===== config.mk =====
export PLATFORM = sky130hd
export DESIGN_NAME = keypad_scan
export DESIGN_NICKNAME = d
export VERILOG_FILES = /design/src/rtl/keypad_scan.sv
export SDC_FILE = /design/constraint.sdc
export NUM_CORES = 1
export LEC_CHECK = 0
export CELL_PAD_IN_SITES_DETAIL_PLACEMENT = 1
export CELL_PAD_IN_SITES_GLOBAL_PLACEMENT = 1
export CORE_ASPECT_RATIO = 2
export CORE_MARGIN = 3
export CORE_UTILIZATION = 44
export DETAILED_ROUTE_END_ITERATION = 10
export PLACE_DENSITY = 0.81
export SYNTH_ARGS = -nofsm -noshare
export SYNTH_HDL_FRONTEND = slang
export SYNTH_SLANG_ARGS = --single-unit

===== constraint.sdc =====
create_clock -name clock -period 11.25 [get_ports clock]
set_clock_uncertainty 0.05 [all_clocks]
set_input_delay 2.25 -clock clock [delete_from_list [all_inputs] [get_ports clock]]
set_output_delay 2.25 -clock clock [all_outputs]
set_load 0.05 [all_outputs]

===== src/rtl/keypad_scan.sv =====
// Pmod 4x4 keypad scanner: drives columns one at a time, synchronises the rows and
// debounces whole-scan results into a one-cycle newKey strobe plus a held keyCode.
module keypad_scan #(
    parameter int SETTLE_CYCLES  = 5000,
    parameter int DEBOUNCE_SCANS = 4
) (
    input  logic       clock,
    input  logic       reset,
    input  logic [3:0] row,
    output logic [3:0] col,
    output logic       newKey,
    output logic [4:0] keyCode
);

    localparam int CYC_W = $clog2(SETTLE_CYCLES);
    localparam int CNT_W = $clog2(DEBOUNCE_SCANS + 1);

    localparam logic [CYC_W-1:0] CYC_LAST = CYC_W'(SETTLE_CYCLES - 1);
    localparam logic [CNT_W-1:0] CNT_DONE = CNT_W'(DEBOUNCE_SCANS);

    localparam logic [1:0] ST_IDLE    = 2'd0;
    localparam logic [1:0] ST_PRESS   = 2'd1;
    localparam logic [1:0] ST_HELD    = 2'd2;
    localparam logic [1:0] ST_RELEASE = 2'd3;

    logic [3:0]       row_meta_q, row_sync_q;
    logic [CYC_W-1:0] cyc_q, cyc_d;
    logic [1:0]       col_idx_q, col_idx_d;
    logic [3:0]       col_q, col_d;
    logic [15:0]      keymap_q, keymap_d;
    logic             eval_q, eval_d;
    logic [1:0]       state_q, state_d;
    logic [3:0]       cand_q, cand_d;
    logic [CNT_W-1:0] cnt_q, cnt_d;
    logic             newkey_q, newkey_d;
    logic [4:0]       keycode_q, keycode_d;

    logic             col_last;
    logic [4:0]       key_count;
    logic [3:0]       key_idx;
    logic             scan_none, scan_single;
    logic [CNT_W-1:0] cnt_inc;

    function automatic logic [4:0] count_keys(input logic [15:0] m);
        logic [4:0] n;
        n = '0;
        for (int i = 0; i < 16; i++) begin
            n = n + {4'b0000, m[i]};
        end
        return n;
    endfunction

    // Only meaningful when exactly one bit is set.
    function automatic logic [3:0] key_index(input logic [15:0] m);
        logic [3:0] idx;
        idx = '0;
        for (int i = 0; i < 16; i++) begin
            if (m[i]) begin
                idx = 4'(i);
            end
        end
        return idx;
    endfunction

    // Map index is column*4 + row; digits carry a leading 1, letters a leading 0.
    function automatic logic [4:0] key_code(input logic [3:0] idx);
        logic [4:0] code;
        case (idx)
            4'd0:    code = 5'b10001;
            4'd1:    code = 5'b10100;
            4'd2:    code = 5'b10111;
            4'd3:    code = 5'b10000;
            4'd4:    code = 5'b10010;
            4'd5:    code = 5'b10101;
            4'd6:    code = 5'b11000;
            4'd7:    code = 5'b01111;
            4'd8:    code = 5'b10011;
            4'd9:    code = 5'b10110;
            4'd10:   code = 5'b11001;
            4'd11:   code = 5'b00100;
            4'd12:   code = 5'b01010;
            4'd13:   code = 5'b01011;
            4'd14:   code = 5'b01100;
            default: code = 5'b01101;
        endcase
        return code;
    endfunction

    always_comb begin
        col_last  = (cyc_q == CYC_LAST);
        cyc_d     = col_last ? '0 : cyc_q + CYC_W'(1);
        col_idx_d = col_last ? col_idx_q + 2'd1 : col_idx_q;
        col_d     = ~(4'b0001 << col_idx_d);
        keymap_d  = keymap_q;
        if (col_last) begin
            keymap_d[{col_idx_q, 2'b00} +: 4] = ~row_sync_q;
        end
        // The map is complete one cycle after column 3 is latched.
        eval_d    = col_last && (col_idx_q == 2'd3);
    end

    always_comb begin
        key_count   = count_keys(keymap_q);
        key_idx     = key_index(keymap_q);
        scan_none   = (key_count == 5'd0);
        scan_single = (key_count == 5'd1);
        cnt_inc     = (cnt_q == CNT_DONE) ? cnt_q : cnt_q + CNT_W'(1);
    end

    always_comb begin
        state_d   = state_q;
        cand_d    = cand_q;
        cnt_d     = cnt_q;
        newkey_d  = 1'b0;
        keycode_d = keycode_q;
        if (eval_q) begin
            case (state_q)
                ST_IDLE: begin
                    if (scan_single) begin
                        cand_d  = key_idx;
                        cnt_d   = CNT_W'(1);
                        state_d = ST_PRESS;
                    end
                end
                ST_PRESS: begin
                    if (scan_single && (key_idx == cand_q)) begin
                        cnt_d = cnt_inc;
                        if (cnt_inc == CNT_DONE) begin
                            newkey_d  = 1'b1;
                            keycode_d = key_code(cand_q);
                            cnt_d     = '0;
                            state_d   = ST_HELD;
                        end
                    end else begin
                        cnt_d   = '0;
                        state_d = ST_IDLE;
                    end
                end
                ST_HELD: begin
                    if (scan_none) begin
                        cnt_d   = CNT_W'(1);
                        state_d = ST_RELEASE;
                    end
                end
                ST_RELEASE: begin
                    if (scan_none) begin
                        cnt_d = cnt_inc;
                        if (cnt_inc == CNT_DONE) begin
                            cnt_d   = '0;
                            state_d = ST_IDLE;
                        end
                    end else begin
                        cnt_d   = '0;
                        state_d = ST_HELD;
                    end
                end
                default: begin
                    cnt_d   = '0;
                    state_d = ST_IDLE;
                end
            endcase
        end
    end

    always_ff @(posedge clock) begin
        if (reset) begin
            row_meta_q <= 4'b1111;
            row_sync_q <= 4'b1111;
            cyc_q      <= '0;
            col_idx_q  <= 2'd0;
            col_q      <= 4'b1110;
            keymap_q   <= '0;
            eval_q     <= 1'b0;
            state_q    <= ST_IDLE;
            cand_q     <= '0;
            cnt_q      <= '0;
            newkey_q   <= 1'b0;
            keycode_q  <= 5'b00000;
        end else begin
            row_meta_q <= row;
            row_sync_q <= row_meta_q;
            cyc_q      <= cyc_d;
            col_idx_q  <= col_idx_d;
            col_q      <= col_d;
            keymap_q   <= keymap_d;
            eval_q     <= eval_d;
            state_q    <= state_d;
            cand_q     <= cand_d;
            cnt_q      <= cnt_d;
            newkey_q   <= newkey_d;
            keycode_q  <= keycode_d;
        end
    end

    assign col     = col_q;
    assign newKey  = newkey_q;
    assign keyCode = keycode_q;

endmodule


==> qor.tcl, run 1 <==
set qor(timing.critical_path.slowest_stage_cell) {sky130_fd_sc_hd__fa_1}
set qor(met3_global_route_usage_pct) 4.28
set qor(io_buffer_count) 15
set qor(syn_avg_cell_area_um2) 8.75
set qor(well_tap_count) 90
set qor(area_share_nonclk_buffers_pct) 3.95
set qor(post_route_cells_drive_above_1_share_pct) 9.90
set qor(tool_warning_count) 32
set qor(areaGrowthSynthToFinish_pct) 15.5
set qor(cts_buffer_depth) 2
set qor(core-area_um2) 6990
set qor(busiest_layer_in_global_routing) {met2}
set qor(run_status) {finished clean}
set qor(aoi_share_pct) 13.8
set qor(end_kind) {flop}
set qor(finish.net_count) 411
set qor(crit_path_end) {cand_q[1]}
set qor(worst-setup-path-type) {flop to flop}
set qor(synth_area_leader_cell) {sky130_fd_sc_hd__dfxtp_1}
set qor(max_freq_mhz) 194
set qor(cts_made_buffers) 9
set qor(initial_utilization_pct) 45.4
set qor(num_antenna_cells) 0
set qor(critical_path.max_stage_delay_ps) 550
set qor(sequential_cell_area_um2) 1180
set qor(final_antenna_net_count) 0
set qor(period_minus_slack_ps) 5170
set qor(crit-reg2reg-launch) {keymap_q[5]}
set qor(worstPathCellList) {inv_1, fa_1, inv_1, fa_1, fa_1, inv_1, fa_1, inv_1, ha_1, fa_1, or4_1, o22ai_1, nand4b_1, or2_2, a21oi_1}
set qor(crit_cells) 15
set qor(largest_cells_by_area_after_synthesis) {sky130_fd_sc_hd__dfxtp_1, sky130_fd_sc_hd__fa_1, sky130_fd_sc_hd__ha_1, sky130_fd_sc_hd__a21oi_1, sky130_fd_sc_hd__nand2_1}
set qor(post_synth_inst_count) 363
set qor(synth_area_um2) 3180
==> run 1: state kept, by name, summed over array words and instances (netlist names), 3 cells and up <==
name / flops
row_meta_q: 4
keymap_q: 16
cyc_q: 13
cand_q: 4
cnt_q: 3
keyCode: 5
row_sync_q: 4
col: 4
==> run 1: power breakdown <==
| part | internal [uW] | leakage [uW] | switching, uW |
|---|---|---|---|
| clock | 152 | 0.000130 | 94.3 |
| sequential | 212 | 0.000478 | 1.79 |
| combinational | 3.55 | 0.000833 | 4.70 |
==> run 1: per-layer routing <==
metal	up-vias	wire, um
met3	22	161
met4	0	324
li1	1281	-
met2	31	4370
met1	1279	2550
met5	-	0
==> run 1: per-stage QoR <==
step                power (uW)  instance area [um^2]
detailed placement         226                  3400
global placement           226                  3400
global route               485                  3670
CTS                        474                  3670
floorplan                  223                  3180
finish                     468                  3670
### Placement density heat map, run 1

7 x 13 tiles, from white (low) to dark blue (high), 0 to 100% covered.
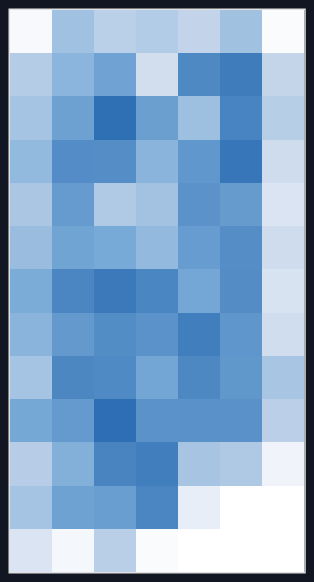
The mean over all tiles is 43%. 5.5% of the tiles are nearly empty. The densest ninth of the die: centre.

### Metal layers overlaid, run 1

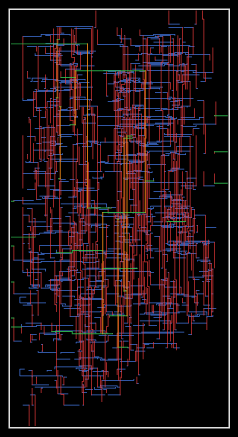
Orange shows metal 4, wire length 324 um. Red shows metal 2, wire length 4,370 um. Green shows metal 3, wire length 162 um. Blue shows metal 1, wire length 2,550 um.
average wire per standard cell: 15.6 um
via count: 2,613
total wirelength of the detailed-routed design: 7.41 mm

### Logic cells by family, run 1

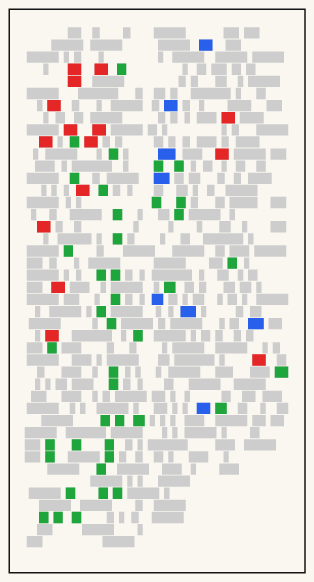
Red shows XOR/XNOR gates, cells 15, most used xor2_1. Green shows AND and OR gates, cells 41, most used or3_1. Blue shows AND-OR and OR-AND gates, cells 8, most used a211o_1.
share of the final layout cell area in multi-input gates: 50.3%
leading cell type in the layout, fill and taps excluded: sky130_fd_sc_hd__dfxtp_1
Non-Filler Instances: 474

### Metal 2, run 1

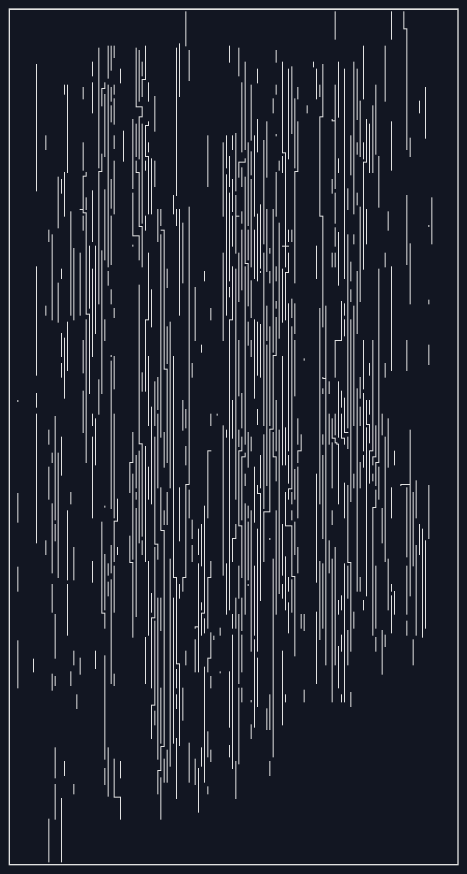

==> run 2: changes to the inputs <==
CORE_UTILIZATION = 42   (was 44)
clock period = 4.2 ns   (was 11.25 ns; I/O delays follow)
### Metal 2, run 2

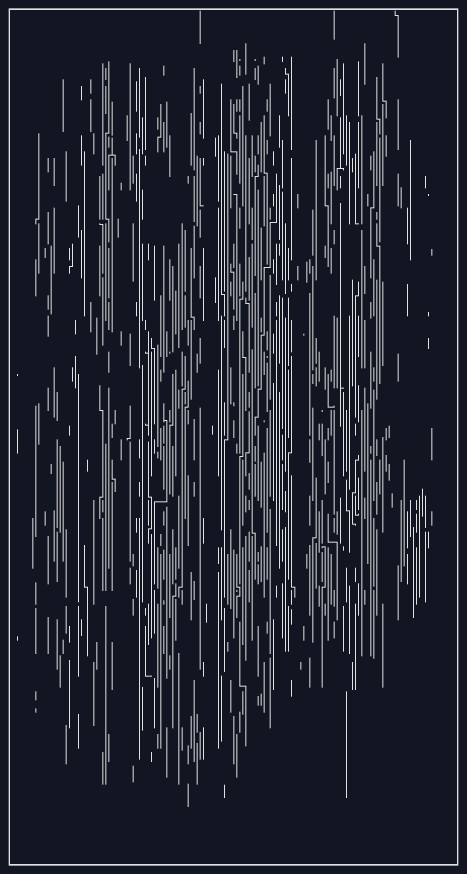
The layer carries 4,700 um of wire. The longest straight run is 43.2 um. 388 nets have wire on it.

==> run 2 against run 1 <==
The run now ends with negative setup slack left; synthesized area stayed put; largest cell class unchanged; combinational power went up to 2.7 times the previous value; fmax is 9.1% higher; first-iteration DRC count is 29% lower; utilization is 1.3 points higher; cell area is 7.2% higher; total power went up to 2.7 times the previous value.
==> qor.tcl, run 2 <==
set qor(io_buffer_count) 15
set qor(post_route_cells_drive_above_1_share_pct) 18.8
set qor(syn_avg_cell_area_um2) 8.75
set qor(netlist-cell-type-count) 52
set qor(route.met3.wl_um) 196
set qor(comb-cell-share_pct) 48.6
set qor(top_layer_used) {met4}
set qor(routed-wl-met2_mm) 4.70
set qor(comb_power_uw) 22.5
set qor(power_clock_uw) 667
set qor(core-area_um2) 7320
set qor(final-setup-viol-count) 15
set qor(synth_area_um2) 3180
set qor(sequential_cell_area_um2) 1180
set qor(sw_frac_of_total_pct) 21.5
set qor(aoi_share_pct) 13.8
set qor(seq_cell_power_uw) 571
set qor(tool_warning_count) 35
set qor(power.internal_uw) 990
set qor(areaGrowthSynthToFinish_pct) 23.9
set qor(registers.top_by_ff_count) {keymap_q}
set qor(largest_cells_by_area_after_synthesis) {sky130_fd_sc_hd__dfxtp_1, sky130_fd_sc_hd__fa_1, sky130_fd_sc_hd__ha_1, sky130_fd_sc_hd__a21oi_1, sky130_fd_sc_hd__nand2_1}
set qor(mostFrequentLayoutCell) {sky130_fd_sc_hd__dfxtp_1}
set qor(synth_area_leader_cell) {sky130_fd_sc_hd__dfxtp_1}
set qor(cts_buffer_depth) 2
set qor(period_minus_slack_ps) 4740
set qor(power_frac_seq_pct) 45.3
set qor(area_share_nonclk_buffers_pct) 8.55
set qor(clkPwrFrac_pct) 52.9
set qor(critical_path.max_stage_delay_ps) 540
set qor(wl_met1_mm) 2.76
set qor(worst-setup-path-type) {flop to flop}
set qor(num_antenna_cells) 0
set qor(finish.net_count) 435
set qor(well_tap_count) 92
set qor(drt_wl_total_mm) 7.97
set qor(via_count) 2739
set qor(run_status) {finished, violations left}
set qor(fin_ws_ps) -538
set qor(initial_utilization_pct) 43.4
set qor(busiest_layer_in_global_routing) {met2}
set qor(worstPathCellList) {fa_1, inv_1, fa_1, inv_2, fa_1, inv_1, fa_1, inv_2, ha_4, fa_1, or4_4, o22ai_4, buf_6, nand4b_1, buf_6, o31a_1}
set qor(end_kind) {flop}
set qor(routedWlPerCell_um) 15.9
set qor(netSwitchingPower_uw) 271
set qor(timing.critical_path.slowest_stage_cell) {sky130_fd_sc_hd__fa_1}
set qor(violated_checks) {negative setup slack}
### Metal layers overlaid, run 2

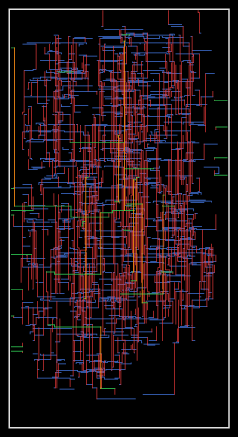
Blue shows metal 1, wire length 2,760 um. Red shows metal 2, wire length 4,700 um. Orange shows metal 4, wire length 319 um. Green shows metal 3, wire length 196 um.

==> run 2: stage by stage <==
stage	hold WS (ps)	area (um^2)	power, uW	std cells	worst slack, ps
3_5_place_dp	347	3580	606	482	-452
6_report	361	3940	1260	501	-538
4_1_cts	363	3890	1280	500	-516
3_3_place_gp	342	3580	604	482	-353
5_1_grt	382	3940	1310	501	-662
2_1_floorplan	339	3190	597	363	-303
==> run 2: path summary, 6_finish.rpt <==
| path | from | to | slack (ps) | depth (start not counted) |
|---|---|---|---|---|
| hold reg to reg | row_meta_q[2] | row_sync_q[2] | 360 | 1 |
| hold / removal | row_meta_q[2] | row_sync_q[2] | 360 | 1 |
| setup reg to reg | keymap_q[11] | cand_q[0] | -540 | 16 |
| setup / recovery | keymap_q[11] | cand_q[0] | -540 | 16 |
Power and IR drop assume default switching activity.
